Fig. 1: clock distribution
Scale bar: 20 um.
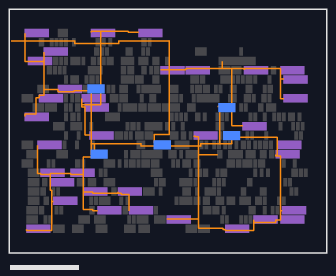
Fig. 2: metal 2
Cells faint in the background.
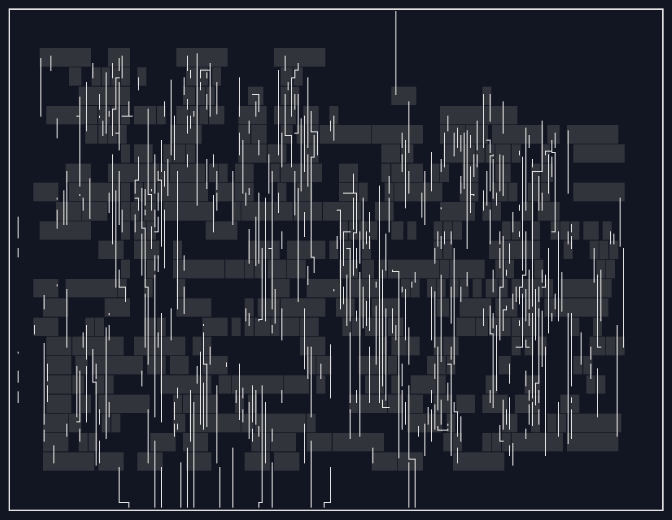
Fig. 3: cell classes on the final placement
Scale bar: 20 um.
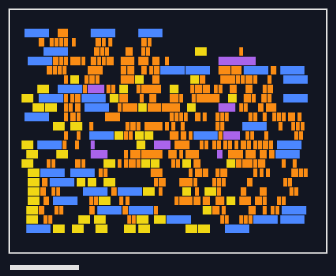
Fig. 4: gate-type map
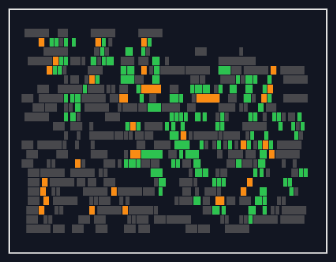
==> config.mk <==
export PLATFORM = sky130hd
export DESIGN_NAME = acc_seq_ctrl
export DESIGN_NICKNAME = d
export VERILOG_FILES = /design/src/rtl/acc_seq_pkg.sv /design/src/rtl/acc_seq_ctrl.sv
export SDC_FILE = /design/constraint.sdc
export NUM_CORES = 1
export LEC_CHECK = 0
export ABC_AREA = 1
export CORE_ASPECT_RATIO = 0.75
export CORE_MARGIN = 3
export CORE_UTILIZATION = 37
export DETAILED_ROUTE_END_ITERATION = 6
export PLACE_DENSITY = 0.57
export SLEW_MARGIN = 30
export SYNTH_ARGS = -nofsm -noshare
export SYNTH_HDL_FRONTEND = slang
export SYNTH_SLANG_ARGS = --single-unit
export TNS_END_PERCENT = 5
==> constraint.sdc <==
create_clock -name clk -period 1.8 [get_ports clk]
set_clock_uncertainty 0.05 [all_clocks]
set_input_delay 0.36 -clock clk [delete_from_list [all_inputs] [get_ports clk]]
set_output_delay 0.36 -clock clk [all_outputs]
set_load 0.01 [all_outputs]
==> reports/metrics.cfg <==
[outcome]
status = complete, no violations

[pwr]
switching_share = 0.258
switching_power_w = 0.000470
max-vdd-ir-drop_mv = 0.420
p_per_area_nw_per_um2 = 665
powerSeq_w = 0.000826
p_comb_w = 0.000292
sequentialPowerShare = 0.453

[placement]
place_inst = 423
place.gp.congestion = 0.771

[final_timing]
slew_violations = 0
worst_pin_slew_ns = 0.366
period_needed_ns = 1.66
finalCritPeriodShare = 0.923
setup_viol = 0

[synthesis]
synth_cell_types = 33
async_flop_share = 0
most_common_cell = nand2_1
syn_avg_cell_area_um2 = 6.84
yosys.area_share.simple = 0.407
yosysTopAreaCell = dfxtp_1
postSynthSeqShare = 0.350
logic_family = simple AND/OR/NAND/NOR gates
aoi_share = 0.0893
adder_share = 0.0425
fp_nets = 327
ff_type = dfxtp_1

[routing]
route.met2.wl_um = 2120
wl_met1_um = 2520
drc_errors = 0
drt_iter0_drc = 86
highest_layer = met4

[cells_and_area]
drive_gt1_frac = 0.184
final_cell_mix = 78 x nand2_1, 52 x nor2_1, 36 x dfxtp_1
n_antenna_cell = 0
flop-count = 36
largest_class = combinational gates
syn2layout_area_growth_pct = 33.2
inverters_excl_clock = 34
register_area_um2 = 721
largest_register_ffs = 8
n_all_buffers = 55
comb_area_um2 = 1200
clock_area_frac = 0.0392

[critical_path]
critPathLaunchType = flip-flop
end_kind = output port
r2r_setup_slack_ns = 0.16
path_depth = 1
cpLargestDelayFamily = buffers and inverters
r2r_cells = 9
worst-path-max-fanout = 3
crit_required_ns = 1.39

[die]
taps = 72
fp.dieW_um = 92.2
design.portCount = 34
die_area_um2 = 6510

[flow_run]
maxCapViolations = 0

[clocking]
cts_buffer_depth = 2
ctsHoldBuffers = 0
clkTransAtPathRegs_ns = 0.07
cts_sinks = 36
cts_made_buffers = 5
cts_resized = 0
cts_tree = yes
root_buffer = clkbuf_8

[grt]
globalRouteOverflowTotal = 0
grt_pass1_vias = 1923
grt_pass1_wl_um = 8850

[min_path]
hp-class = flip-flop to flip-flop

Notes on Fig. 1 above:
legend:
  blue:
    item: clock-net drivers
    count: 5
  purple:
    item: flip-flops
    count: 36
  orange:
    item: clock wires
    length: 543 um
flops lie: widely spread
routed clock nets: 6
Clock power frac: 0.387
power of the clock network: 0.000706 W

Notes on Fig. 2 above:
nets with wire on the layer: 274
longest straight run: 30.6 um
wire length on this layer: 2120 um
M2 GR Usage: 0.248
final wirelength: 4990 um
via count: 1975

Notes on Fig. 3 above:
legend:
  purple:
    class: clock drivers and dummy loads
    cells: 8
    share_of_their_area: 4.1%
  yellow:
    class: remaining buffers and delay cells
    cells: 55
    share_of_their_area: 19%
  orange:
    class: remaining logic cells
    cells: 260
    share_of_their_area: 50%
  blue:
    class: sequential cells
    cells: 36
    share_of_their_area: 27%
row count: 22
Design Area, Final: 2740 um2
CORE AREA: 5120 um2
Post-Route Utilization: 0.536
sequential share of cell area: 0.263

Notes on Fig. 4 above:
legend:
  green:
    family: nand cells
    cells: 119
    most_used: nand2_1
  orange:
    family: aoi and oai cells
    cells: 30
    most_used: a21oi_1
most used logic cell in the final layout: nand2_1
Layout Cells excl Fill: 431
Comb/total area: 0.437

Power figures rest on the tool's default switching activity, not on a simulated workload.
